## src/rtl/baud_pulse_generator.sv

```systemverilog
// Baud tick generator: one-clock strobe every DIV clocks while en is high, first strobe DIV clocks after enable.
// No backpressure; dropping en or rst_n clears the phase so the next enable starts a fresh bit period.
`timescale 1ns/1ps
module baud_pulse_generator #(
  parameter int CLK_FREQ  = 25_000_000,
  parameter int BAUD_RATE = 115200
) (
  input  logic clk,
  input  logic rst_n,
  input  logic en,
  output logic baud_pulse
);

  // Clock-to-baud ratio rounded to nearest, halves rounded up.
  localparam int DIV = (BAUD_RATE > 0) ? (CLK_FREQ + BAUD_RATE / 2) / BAUD_RATE : 0;
  localparam int CW  = (DIV > 2) ? $clog2(DIV) : 1;
  localparam logic [CW-1:0] LAST = CW'(DIV - 1);

  if (BAUD_RATE <= 0) begin : g_bad_baud
    $error("baud_pulse_generator: BAUD_RATE must be greater than 0");
  end
  if (DIV < 2) begin : g_bad_div
    $error("baud_pulse_generator: CLK_FREQ/BAUD_RATE must round to at least 2");
  end

  logic [CW-1:0] cnt;

  always_ff @(posedge clk) begin
    if (!rst_n) begin
      cnt        <= '0;
      baud_pulse <= 1'b0;
    end else if (!en) begin
      cnt        <= '0;
      baud_pulse <= 1'b0;
    end else if (cnt == LAST) begin
      cnt        <= '0;
      baud_pulse <= 1'b1;
    end else begin
      cnt        <= cnt + CW'(1);
      baud_pulse <= 1'b0;
    end
  end

endmodule

```

## config.mk

```make
export PLATFORM = sky130hd
export DESIGN_NAME = baud_pulse_generator
export DESIGN_NICKNAME = d
export VERILOG_FILES = /design/src/rtl/baud_pulse_generator.sv
export SDC_FILE = /design/constraint.sdc
export NUM_CORES = 1
export LEC_CHECK = 0
export ABC_AREA = 0
export CORE_AREA = 2 2 39 41
export DETAILED_ROUTE_END_ITERATION = 10
export DIE_AREA = 0 0 41 43
export GPL_ROUTABILITY_DRIVEN = 1
export SLEW_MARGIN = 25
export SYNTH_ARGS = -nofsm -noshare
export SYNTH_HDL_FRONTEND = slang
export SYNTH_SLANG_ARGS = --single-unit
```

## constraint.sdc

```tcl
create_clock -name clk -period 1.6 [get_ports clk]
set_input_delay 0.32 -clock clk [delete_from_list [all_inputs] [get_ports clk]]
set_output_delay 0.32 -clock clk [all_outputs]
set_load 0.02 [all_outputs]
```

Figure 1. Cell density map.
(8 px per um) The die is cut into 8 by 9 equal tiles; black is low, pale yellow is high, 0 to 100% covered.
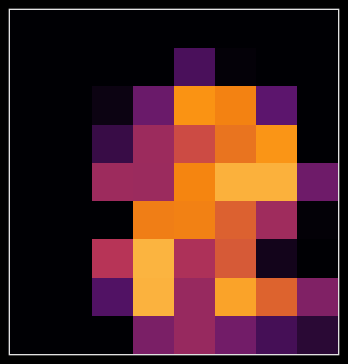
densest ninth of the die: center
mean over tiles: 25%
tiles over 75% full: 9.7%
Core Density at Floorplan: 27.6%
final cell utilization of the core: 33.1%
Placeable Area: 1380 sq um

Figure 2. A small window of the routed layout.
Region (8, 9) to (33, 34) um. Cells in gray, sequential cells in the stronger gray; small squares are vias.
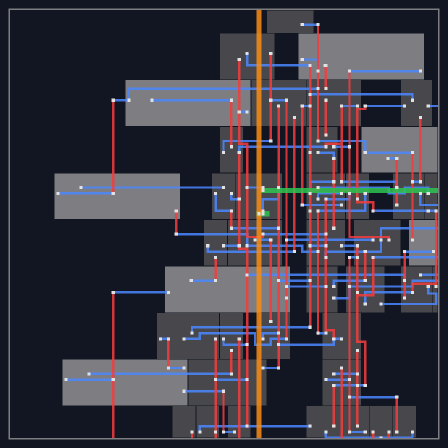
| color | layer |
|---|---|
| blue | M1 |
| red | M2 |
| green | M3 |
| orange | M4 |
netlist names of flops here include: cnt (6)
sequential cells in the window: 6
cells with their middle in the window: 36
most frequent: nor2_1 (6), dfxtp_1 (6)

==> deck_impl_summary.md <==
Run Summary

Timing
  • Slew at the pin closest to its max-slew limit: 0.288 ns
  • Final setup margin: 0.117 ns
  • Worst clock skew: 0.00335 ns
  • Setup TNS: 0 ns

Critical path
  • Longest individual stage delay on the worst path: 0.59 ns
  • Cell family with most CP delay: buffers and inverters
  • CP Data Arrival Time: 1.16 ns

Layout
  • Net count of the finished layout: 55
  • Commonest cells after routing, fill and taps aside: sky130_fd_sc_hd__dfxtp_1 (9), sky130_fd_sc_hd__nor2_1 (6)
  • Share of cells above drive strength 1: 10.2%

Floorplan
  • Die width: 41 um
  • Die Span Y: 43 um
  • Number of I/O pins: 4

Drt
  • Post-route antenna net violation count: 0
  • 1st-pass router iterations: 2

Place
  • Count of placed standard cells including taps: 61
  • Routability Congestion: 0.676
  • Setup slack after placement: 0.239 ns
  • Area of placed instances: 432 sq um

Synth
  • Main logic family after synthesis: simple AND/OR/NAND/NOR gates
  • Post-synthesis adder-cell area fraction: 6.56%
  • Synthesis warning total: 0

Power and ir drop
  • VDD IR-drop max: 342 uV
  • Cell leakage power: 0.156 nW
  • Logic gate share of total power: 3.9%

Clock tree
  • Clock insertion delay at the later pin of the skew report: 0.27 ns
  • TritonCTS Buffers: 3
  • Clock tree from TritonCTS: built

Global route
  • Via count of the first global-routing pass: 288

Run status
  • Run status: completed

Job
  • Number of violations of the max-capacitance limit: 0
Figure 3. Track usage over the die.
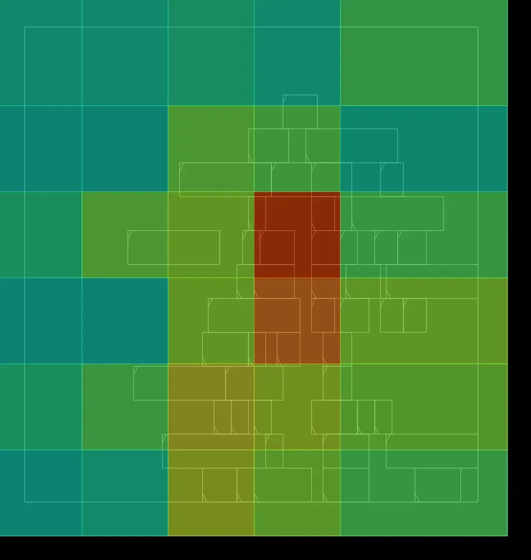
met2 global-route usage: 15.0%
gr usage total: 11.5%
met1 Track Usage GR: 13.5%
DR WL/cell: 10.4 um
M3 GR Usage: 3.14%

power groups by stage:
stage / registers [mW] / clock network (mW) / logic, mW
floorplan: 0.234 / 0 / 0.00945
global placement: 0.234 / 0 / 0.0158
detailed placement: 0.234 / 0 / 0.0165
CTS: 0.229 / 0.189 / 0.0167
global route: 0.230 / 0.196 / 0.0195
finish: 0.229 / 0.180 / 0.0164
kinds of logic (layout without fill, tap and decap cells):
family	count (synthesis)	after routing
fa+ha+maj	2	2
compound gates	7	7
buf+inv	3	10
flops	9	9
xor+xnor	3	3
simple gates	18	18
Yosys cell counts (all sizes together), types with 2 or more instances:
cell	count
o21ai	3
inv	3
xor2	2
nand3	3
a21oi	3
or3	3
nand2	2
nor2	6
dfxtp	9
nand4	2
ha	2
layer usage:
layer / vias up / routed length (um)
met4: 0 / 38
met2: 5 / 307
li1: 158 / -
met5: - / 0
met3: 5 / 28
met1: 143 / 303
sequential cells by signal, summed over array words and instances, names as in the netlist:
| name | count |
|---|---|
| baud_pulse | 1 |
| cnt | 8 |
cell type report:
type                            instances  area (sq um)  share of cell area (%)
Multi-Input combinational cell         30           190                    41.5
Sequential cell                         9           180                    39.3
Tap cell                               16          20.0                    4.37
Inverter                                3          11.3                    2.46
Clock buffer                            4          26.3                    5.74
Timing Repair Buffer                    3          30.0                    6.56
worst paths after layout:
check,from,to,cells after the start
min reg2reg,cnt[0],cnt[0],1
max,baud_pulse,baud_pulse,1
max reg2reg,cnt[2],cnt[4],3
min,cnt[0],cnt[0],1
per-stage QoR:
stage	power, mW	util (%)	hold WS (ns)
after floorplan	0.243	-	0.440
after global placement	0.250	31.2	0.470
after detailed placement	0.251	31.2	0.473
after CTS	0.434	33.1	0.484
after global routing	0.445	33.1	0.520
final	0.425	33.1	0.479
Power figures rest on the tool's default switching activity, not on a simulated workload.
